**config.mk**
```make
export PLATFORM = sky130hd
export DESIGN_NAME = halt_ctrl
export DESIGN_NICKNAME = d
export VERILOG_FILES = /design/src/rtl/halt_ctrl.sv
export SDC_FILE = /design/constraint.sdc
export NUM_CORES = 1
export LEC_CHECK = 0
export CAP_MARGIN = 0
export CORE_ASPECT_RATIO = 1.2
export CORE_MARGIN = 2
export CORE_UTILIZATION = 50
export DETAILED_ROUTE_END_ITERATION = 7
export GPL_TIMING_DRIVEN = 1
export PLACE_DENSITY = 0.94
export SLEW_MARGIN = 20
export SYNTH_ARGS = -nofsm -noshare
export SYNTH_HDL_FRONTEND = slang
export SYNTH_SLANG_ARGS = --single-unit
```
**constraint.sdc**
```tcl
create_clock -name clk -period 5 [get_ports clk]
set_input_delay 0.5 -clock clk [delete_from_list [all_inputs] [get_ports clk]]
set_output_delay 0.5 -clock clk [all_outputs]
set_load 0.02 [all_outputs]
```
**src/rtl/halt_ctrl.sv**
```systemverilog
// End-of-program detector: freezes fetch on a terminating PC, drains the pipeline, then flags halt_done.
// Optional macro HALT_LOOP_DETECT_EN compiles in self-loop detection (cause 11).
module halt_ctrl #(
    parameter logic [31:0] IM_BASE      = 32'h0000_3000,
    parameter logic [31:0] IM_END       = 32'h0000_4000,
    parameter int unsigned DRAIN_CYCLES = 5,
    parameter int unsigned LOOP_LIMIT   = 8
) (
    input  logic        clk,
    input  logic        reset,
    input  logic [31:0] pc,
    input  logic        pc_valid,
    input  logic        stall,
    output logic        freeze,
    output logic        halt_done,
    output logic [1:0]  halt_cause,
    output logic [31:0] cycles
);

    localparam int unsigned CNT_W = (DRAIN_CYCLES > 0) ? $clog2(DRAIN_CYCLES + 1) : 1;
    localparam logic [1:0] CAUSE_END   = 2'b01;
    localparam logic [1:0] CAUSE_RANGE = 2'b10;
    localparam logic [1:0] CAUSE_LOOP  = 2'b11;

    typedef enum logic [1:0] {S_RUN, S_DRAIN, S_DONE} state_t;

    if (LOOP_LIMIT == 0) begin : g_bad_loop_limit
        $error("halt_ctrl: LOOP_LIMIT must be at least 1");
    end

    state_t             r_state, w_state_nxt;
    logic [CNT_W-1:0]   r_cnt, w_cnt_nxt;
    logic               r_freeze, w_freeze_nxt;
    logic               r_done, w_done_nxt;
    logic [1:0]         r_cause, w_cause_nxt;
    logic [31:0]        r_cycles, w_cycles_nxt;
    logic               w_end, w_range, w_loop, w_trig;
    logic [1:0]         w_cause;

    // 33-bit sum so a PC near the top of the address space cannot wrap past IM_END
    assign w_end   = ({1'b0, pc} + 33'd4) >= {1'b0, IM_END};
    assign w_range = (pc < IM_BASE) || (pc[1:0] != 2'b00);

`ifdef HALT_LOOP_DETECT_EN
    localparam int unsigned RUN_W = (LOOP_LIMIT > 1) ? $clog2(LOOP_LIMIT + 1) : 1;

    logic [31:0]      r_prev_pc;
    logic [RUN_W-1:0] r_run, w_run_nxt;

    // Length of the current run of identical valid fetches, saturating at LOOP_LIMIT
    always_comb begin
        w_run_nxt = r_run;
        if (pc_valid) begin
            if ((r_run != '0) && (pc == r_prev_pc)) begin
                if (r_run < RUN_W'(LOOP_LIMIT)) begin
                    w_run_nxt = r_run + RUN_W'(1);
                end
            end else begin
                w_run_nxt = RUN_W'(1);
            end
        end
    end

    assign w_loop = pc_valid && (w_run_nxt >= RUN_W'(LOOP_LIMIT));

    always_ff @(posedge clk) begin
        if (!reset) begin
            r_prev_pc <= '0;
            r_run     <= '0;
        end else if ((r_state == S_RUN) && pc_valid) begin
            r_prev_pc <= pc;
            r_run     <= w_run_nxt;
        end
    end
`else
    assign w_loop = 1'b0;
`endif

    assign w_trig  = pc_valid && (w_end || w_range || w_loop);
    assign w_cause = w_end ? CAUSE_END : (w_range ? CAUSE_RANGE : CAUSE_LOOP);

    // Next-state and next-output logic
    always_comb begin
        w_state_nxt  = r_state;
        w_cnt_nxt    = r_cnt;
        w_freeze_nxt = r_freeze;
        w_done_nxt   = r_done;
        w_cause_nxt  = r_cause;
        w_cycles_nxt = r_cycles;

        if ((r_state != S_DONE) && (r_cycles != 32'hFFFF_FFFF)) begin
            w_cycles_nxt = r_cycles + 32'd1;
        end

        case (r_state)
            S_RUN: begin
                if (w_trig) begin
                    w_state_nxt  = S_DRAIN;
                    w_cause_nxt  = w_cause;
                    w_freeze_nxt = 1'b1;
                    w_cnt_nxt    = CNT_W'(DRAIN_CYCLES);
                end
            end
            S_DRAIN: begin
                // A stalled cycle retires nothing, so it neither counts down nor finishes the drain
                if (!stall) begin
                    if (r_cnt == '0) begin
                        w_state_nxt = S_DONE;
                        w_done_nxt  = 1'b1;
                    end else begin
                        w_cnt_nxt = r_cnt - CNT_W'(1);
                    end
                end
            end
            S_DONE: begin
                w_freeze_nxt = 1'b1;
                w_done_nxt   = 1'b1;
            end
            default: begin
                w_state_nxt = S_RUN;
            end
        endcase
    end

    always_ff @(posedge clk) begin
        if (!reset) begin
            r_state  <= S_RUN;
            r_cnt    <= '0;
            r_freeze <= 1'b0;
            r_done   <= 1'b0;
            r_cause  <= 2'b00;
            r_cycles <= '0;
        end else begin
            r_state  <= w_state_nxt;
            r_cnt    <= w_cnt_nxt;
            r_freeze <= w_freeze_nxt;
            r_done   <= w_done_nxt;
            r_cause  <= w_cause_nxt;
            r_cycles <= w_cycles_nxt;
        end
    end

    assign freeze     = r_freeze;
    assign halt_done  = r_done;
    assign halt_cause = r_cause;
    assign cycles     = r_cycles;

endmodule
```
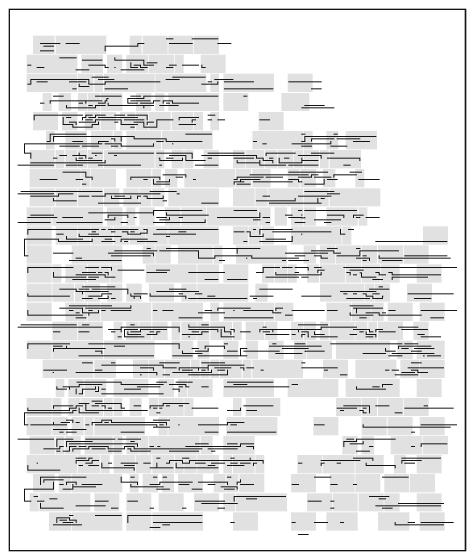
**Above:** signal wires on met1.
Cells faint in the background.
- main direction: horizontal
- nets with wire on the layer: 327

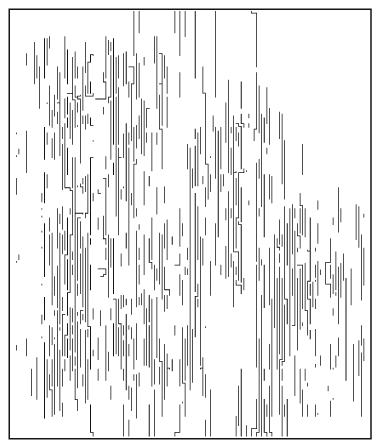
**Above:** the metal 2 layer.
- main direction: vertical
- share of all routed wire: 51%
grt met2 use: 38.9%
final wirelength: 5.67 mm
Vias: 2227

==> changes_impl.md <==
### Changed

* Outcome: complete, no violations
* Metal3 WL at 423 um
* Xor/xnor share at between 10% and 20%
* TritonCTS Buffers at 5
* ANT cells at 0
* Setup TNS Final at 0 ns
* Largest net degree at the start of global routing at 33
* Clock sinks at 41
* Post-synth top cells: dfxtp_1, nor2_1, xor2_1
* Crit Path Class: in -> reg
* Most frequent cells in the layout: clkdlybuf4s50_1, dfxtp_1, nor2_1
* # H-tree levels at 2
* LEAKAGE at 1.14 nW
* Seq Cell Count at 41
* Cell taking the most area after synthesis: dfxtp_1
* Final setup violation count at 0
* Minimum clock period after layout at 2.41 ns
* Fin util at 72.1%
* OpenROAD warnings at 27
* Seq group at 0.347 mW
* Met1 global-route usage at 23.7%
* Crit path capture: r_cnt[0]$_SDFFE_PN0P_
Power and IR drop assume default switching activity.
